File: src/rtl/flag_pkg.sv
// Shared types for the flag/branch unit: ALU opcodes, branch kinds, LEGv8
// condition codes and the architectural {N,Z,C,V} flag record.
package flag_pkg;

  typedef enum logic [2:0] {
    ALU_BYPASSA = 3'd0,
    ALU_BYPASSB = 3'd1,
    ALU_ADD     = 3'd2,
    ALU_SUB     = 3'd3,
    ALU_NOT     = 3'd4,
    ALU_AND     = 3'd5,
    ALU_ORR     = 3'd6,
    ALU_XOR     = 3'd7
  } alu_op_e;

  typedef enum logic [1:0] {
    BR_B    = 2'd0,
    BR_COND = 2'd1,
    BR_CBZ  = 2'd2,
    BR_CBNZ = 2'd3
  } br_kind_e;

  typedef enum logic [3:0] {
    COND_EQ = 4'd0,  COND_NE = 4'd1,  COND_HS = 4'd2,  COND_LO = 4'd3,
    COND_MI = 4'd4,  COND_PL = 4'd5,  COND_VS = 4'd6,  COND_VC = 4'd7,
    COND_HI = 4'd8,  COND_LS = 4'd9,  COND_GE = 4'd10, COND_LT = 4'd11,
    COND_GT = 4'd12, COND_LE = 4'd13, COND_AL = 4'd14, COND_NV = 4'd15
  } cond_e;

  typedef struct packed {
    logic n;
    logic z;
    logic c;
    logic v;
  } flags_t;

  // Only arithmetic ops produce meaningful carry/overflow.
  function automatic logic sets_cv(alu_op_e op);
    return (op == ALU_ADD) || (op == ALU_SUB);
  endfunction

endpackage

File: src/rtl/cond_eval.sv
// Combinational LEGv8 condition-code evaluator over a flag record.
module cond_eval
  import flag_pkg::*;
(
  input  flags_t i_flags,
  input  cond_e  i_cond,
  output logic   o_taken
);

  always_comb begin
    // NOTE: default first so every path assigns o_taken and no latch is inferred.
    o_taken = 1'b1;
    case (i_cond)
      COND_EQ: o_taken = i_flags.z;
      COND_NE: o_taken = !i_flags.z;
      COND_HS: o_taken = i_flags.c;
      COND_LO: o_taken = !i_flags.c;
      COND_MI: o_taken = i_flags.n;
      COND_PL: o_taken = !i_flags.n;
      COND_VS: o_taken = i_flags.v;
      COND_VC: o_taken = !i_flags.v;
      COND_HI: o_taken = i_flags.c && !i_flags.z;
      COND_LS: o_taken = !i_flags.c || i_flags.z;
      COND_GE: o_taken = (i_flags.n == i_flags.v);
      COND_LT: o_taken = (i_flags.n != i_flags.v);
      COND_GT: o_taken = !i_flags.z && (i_flags.n == i_flags.v);
      COND_LE: o_taken = i_flags.z || (i_flags.n != i_flags.v);
      default: o_taken = 1'b1;  // AL and NV
    endcase
  end

endmodule

File: src/rtl/flag_branch_unit.sv
// Condition-flag register, in-flight flag-setter tracking and registered
// branch resolution with same-cycle writeback forwarding.
module flag_branch_unit
  import flag_pkg::*;
#(
  parameter int MAX_PENDING = 3
) (
  input  logic       clk,
  input  logic       reset_n,
  input  logic       fs_issue,
  output logic       fs_ready,
  input  logic       wb_valid,
  input  logic [2:0] wb_ctrl,
  input  logic       wb_negative,
  input  logic       wb_zero,
  input  logic       wb_overflow,
  input  logic       wb_cout,
  input  logic       br_valid,
  input  logic [1:0] br_kind,
  input  logic [3:0] br_cond,
  input  logic       br_operand_zero,
  output logic       br_ready,
  output logic       br_resp_valid,
  output logic       br_taken,
  output logic [3:0] flags_q
);

  localparam int PW = $clog2(MAX_PENDING + 1);
  localparam logic [PW-1:0] PEND_MAX = PW'(MAX_PENDING);
  localparam logic [PW-1:0] PEND_ONE = PW'(1);

  logic [PW-1:0] r_pend;
  flags_t        r_flags;
  logic          r_resp_valid;
  logic          r_taken;

  flags_t   w_eff;
  br_kind_e w_kind;
  alu_op_e  w_op;
  logic     w_inc;
  logic     w_dec;
  logic     w_cond_taken;
  logic     w_taken;
  logic     w_accept;

  assign w_kind = br_kind_e'(br_kind);
  assign w_op   = alu_op_e'(wb_ctrl);

  // Flags as they will be after this cycle's writeback; branches read these.
  always_comb begin
    w_eff = r_flags;
    if (wb_valid) begin
      w_eff.n = wb_negative;
      w_eff.z = wb_zero;
      if (sets_cv(w_op)) begin
        w_eff.c = wb_cout;
        w_eff.v = wb_overflow;
      end
    end
  end

  cond_eval u_cond_eval (
    .i_flags (w_eff),
    .i_cond  (cond_e'(br_cond)),
    .o_taken (w_cond_taken)
  );

  assign fs_ready = (r_pend < PEND_MAX);
  assign w_inc    = fs_issue && fs_ready;
  assign w_dec    = wb_valid && (r_pend != '0);

  // A same-cycle issue is younger than the branch, so only the registered count matters.
  always_comb begin
    br_ready = 1'b1;
    w_taken  = 1'b1;
    case (w_kind)
      BR_COND: begin
        br_ready = (r_pend == '0) || ((r_pend == PEND_ONE) && wb_valid);
        w_taken  = w_cond_taken;
      end
      BR_CBZ:  w_taken = br_operand_zero;
      BR_CBNZ: w_taken = !br_operand_zero;
      default: w_taken = 1'b1;
    endcase
  end

  assign w_accept = br_valid && br_ready;

  // NOTE: sequential state uses non-blocking assignments so all registers update together.
  always_ff @(posedge clk or negedge reset_n) begin
    if (!reset_n) begin
      r_pend       <= '0;
      r_flags      <= '0;
      r_resp_valid <= 1'b0;
      r_taken      <= 1'b0;
    end else begin
      if (w_inc && !w_dec) begin
        r_pend <= r_pend + PEND_ONE;
      end else if (w_dec && !w_inc) begin
        r_pend <= r_pend - PEND_ONE;
      end
      r_flags      <= w_eff;
      r_resp_valid <= w_accept;
      r_taken      <= w_accept && w_taken;
    end
  end

  assign flags_q       = r_flags;
  assign br_resp_valid = r_resp_valid;
  assign br_taken      = r_taken;

endmodule

File: config.mk
export PLATFORM = sky130hd
export DESIGN_NAME = flag_branch_unit
export DESIGN_NICKNAME = d
export VERILOG_FILES = /design/src/rtl/flag_pkg.sv /design/src/rtl/cond_eval.sv /design/src/rtl/flag_branch_unit.sv
export SDC_FILE = /design/constraint.sdc
export NUM_CORES = 1
export LEC_CHECK = 0
export ABC_AREA = 1
export CORE_UTILIZATION = 42
export CTS_BUF_LIST = sky130_fd_sc_hd__clkbuf_4 sky130_fd_sc_hd__clkbuf_8
export DETAILED_ROUTE_END_ITERATION = 7
export PLACE_DENSITY = 0.84
export SYNTH_ARGS = -nofsm -noshare
export SYNTH_HDL_FRONTEND = slang
export SYNTH_SLANG_ARGS = --single-unit
File: constraint.sdc
create_clock -name clk -period 1.3 [get_ports clk]
set_input_delay 0.325 -clock clk [delete_from_list [all_inputs] [get_ports clk]]
set_output_delay 0.325 -clock clk [all_outputs]
set_load 0.005 [all_outputs]
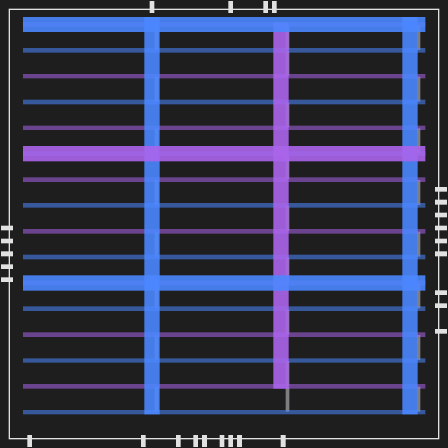
Figure 1: run 1, supply network.
Pins as bars on the die edge. Tap cells in gray.
Key: VSS = blue; VDD = purple
27 signal pins sit on the boundary. 16 met1 rails follow the rows.

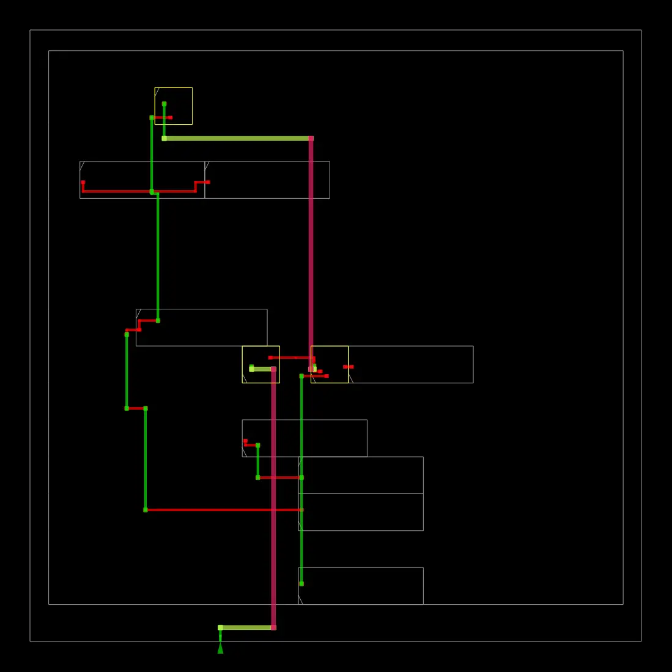
Figure 2: run 1, the clock network.
Latency at later pin: 0.27 ns
flop count: 8
Layout Skew: 0.0131 ns
clkbuf count: 3

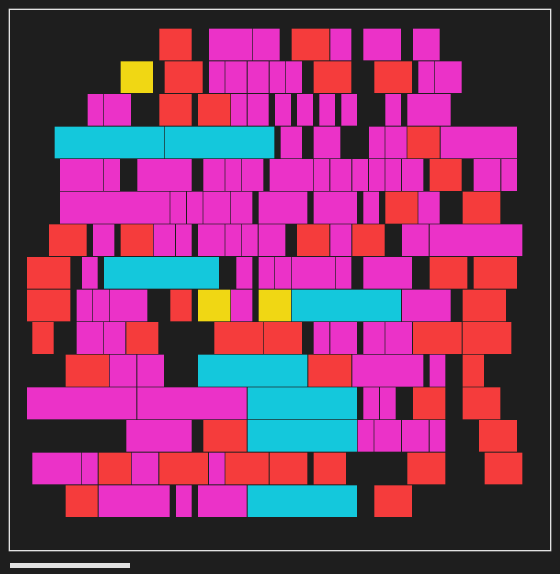
Figure 3: run 1, cell classes on the final placement.
The bar under the picture is 10 µm long.
Key: clock-net drivers = yellow [cells 3]; remaining logic cells = magenta [cells 99]; remaining buffers and delay cells = red [cells 43]; registers = cyan [cells 8]

==> reports/qor.yml, run 1 <==
worst_setup_path:
  crit_family: "flip-flops"
  reg2reg_slack_ns: -0.10
  worstSetupStartpoint: "r_pend[0]"
  arrival_ns: 1.19
  path_max_fanout: 4
  cp-end-kind: "primary output"
  crit_cells: 5
  r2r-start: "r_pend[0]"
drt:
  drt_iter0_drc: 16
  wl_per_cell_um: 13.4
floorplan:
  fp_util_pct: 45.1
sta:
  finalCritPeriodShare_pct: 116
  layout_setup_ws_ns: -0.212
  final-setup-viol-count: 5
  grt_setup_unrepaired: "yes"
place:
  placedCellCount: 170
run_status:
  violations: "setup timing"
  status: "complete, but fails checks"
cells_and_area:
  finalNonFillerCells: 178
  final_cell_area_mm2: 0.00129
  nets: 178
  largest_register_ffs: 4
  syn_to_final_growth_pct: 65.4
  antenna_cells: 0
yosys:
  area_leaders: "dfrtp_1, nand2_1, inv_1"
  yosys_cells: 109
  yosys_warnings: 0
  synthTopCellsByCount: "nand2_1, inv_1, nand3_1, nor2_1, dfrtp_1"
pwr:
  powerClk_uw: 202
  p_total_uw: 1500
clock_network:
  cts_buffers: 3
## run 1: metal layers
metal | track usage (%) | vias to the layer above | wire length (µm) | share of wire (%)
li1 | - | 435 | - | -
met1 | 28.7 | 415 | 863 | 36
met2 | 47.5 | 36 | 1300 | 54
met3 | 3.20 | 13 | 121 | 5.1
met4 | 10.3 | 0 | 103 | 4.3
met5 | 0 | - | 0 | 0
## run 1: layout make-up
type / count / area share, %
clock buffer: 3 / 1.75
inverter: 19 / 5.93
multi-input combinational: 80 / 45.7
sequential: 8 / 15.6
tap: 25 / 2.43
timing repair buffer: 43 / 28.6
## run 1: kinds of logic after synthesis
family / share of synthesized area [%]
simple gates: 47.9
buf+inv: 11.3
flops: 25.7
compound gates: 6.43
fa+ha+maj: 6.43
xor+xnor: 2.25
Figure 4. Gate families picked out (run 1).
The bar under the picture is 10 µm long.
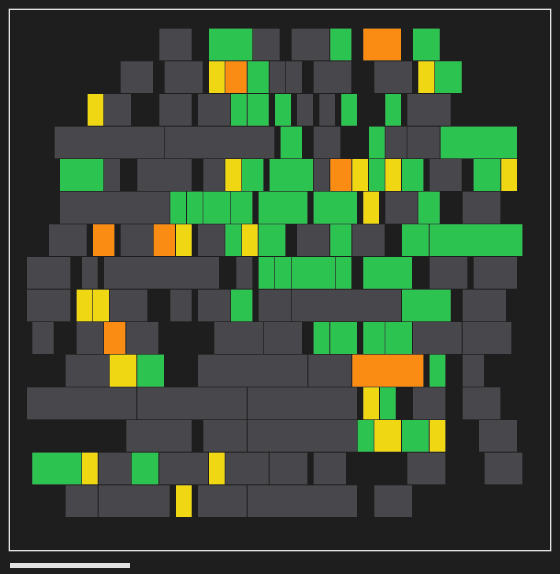

--- run 2 (diff from run 1) ---
--- a/config.mk
+++ b/config.mk
@@ -14,2 +14,3 @@
 export SYNTH_HDL_FRONTEND = slang
 export SYNTH_SLANG_ARGS = --single-unit
+export TNS_END_PERCENT = 100
==> constraint.sdc (replaced) <==
create_clock -name clk -period 1.3 [get_ports clk]
set_input_delay 0.13 -clock clk [delete_from_list [all_inputs] [get_ports clk]]
set_output_delay 0.13 -clock clk [all_outputs]
set_load 0.005 [all_outputs]
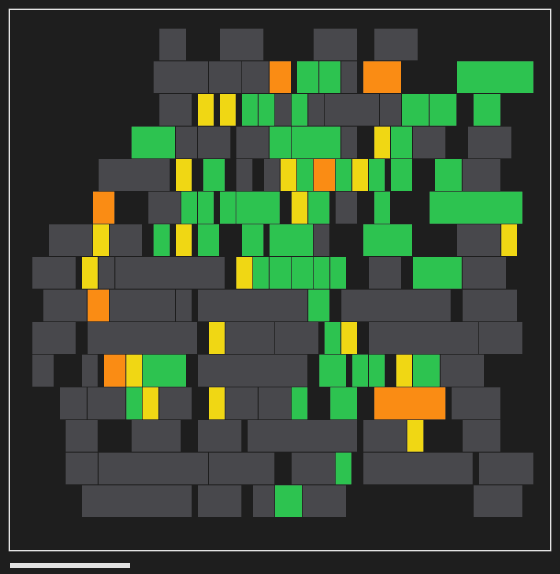
Figure 5: run 2, gate families picked out.
The bar under the picture is 10 µm long.
Key: inv cells = yellow [cells 19, most used inv_1]; aoi and oai cells = orange [cells 7, most used o21ai_1]; nand cells = green [cells 49, most used nand2_1]

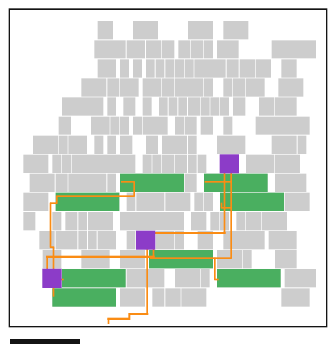
Figure 6: run 2, clock network drawn from the DEF.
The bar under the picture is 10 µm long.
Key: clock-net drivers = purple [count 3]; flip-flops = green [count 8]; clock wires = orange [length 126 µm]
There are 4 routed clock nets.

==> run 2 against run 1 <==
  * The run still ends with setup timing left
  * Area after synthesis unchanged
  * Critical path type unchanged
  * Global-route usage decreased by 3.5 points
  * Combinational power decreased by 7.1%
  * Critical path depth unchanged
  * Worst setup slack improved by 0.20 ns
  * Worst hold slack got worse by 0.18 ns
  * First-iteration DRC count increased by 38%
  * Via count decreased by 6.6%
  * Wire length decreased by 16%
  * Non-clock buffer count decreased by 5
  * Largest cell class unchanged
==> reports/qor.yml, run 2 <==
yosys:
  top_logic_kind: "simple AND/OR/NAND/NOR gates"
  area_leaders: "dfrtp_1, nand2_1, inv_1"
  yosys_warnings: 0  # unchanged
  ys_sh_xor_pct: 2.25  # unchanged
  ys_sh_mux_pct: 0  # unchanged
  yosys_cells: 109  # unchanged
  synthAdderAreaFrac_pct: 6.43  # unchanged
global_route:
  met2_usage_pct: 41.7  # -5.8 points
  grt_use_met1_pct: 23.8  # -4.9 points
worst_setup_path:
  crit_family: "flip-flops"
  arrival_ns: 1.18  # about the same
  worstSetupStartpoint: "r_pend[0]"
  cp-end-kind: "primary output"
  reg2reg_slack_ns: -0.01  # +0.09 ns
sta:
  layout_setup_ws_ns: -0.0133  # +0.198 ns
  final-setup-viol-count: 4  # -1
  grt_setup_unrepaired: "yes"
cells_and_area:
  finalNonFillerCells: 173  # -2.8%
  largest_register_ffs: 4  # unchanged
  nets: 173  # -2.8%
pwr:
  powerClk_uw: 194  # -4%
  p_total_uw: 1410  # -6.5%
drt:
  drt-met1-wl_um: 776  # -10%
  wl_met3_um: 102  # -16%
floorplan:
  fp_util_pct: 45.1  # unchanged
run_status:
  status: "complete, but fails checks"
  violations: "setup timing"
## run 2: worst min-delay path by stage
stage,startpoint,to,slack (ns)
5_1_grt,reset_n,r_pend[0],0.16
2_1_floorplan,reset_n,br_resp_valid,-0.17
3_3_place_gp,reset_n,flags_q[2],0.43
4_1_cts,reset_n,flags_q[2],0.15
3_5_place_dp,reset_n,r_pend[0],0.43
6_report,reset_n,r_pend[1],0.15
## run 2: cell type report
cell class | count | area [µm²] | area share (%)
multi-input combinational | 80 | 548 | 44.6
timing repair buffer | 38 | 354 | 28.8
sequential | 8 | 200 | 16.3
inverter | 19 | 71.3 | 5.81
tap | 25 | 31.3 | 2.55
clock buffer | 3 | 22.5 | 1.83
Power and IR drop assume default switching activity.
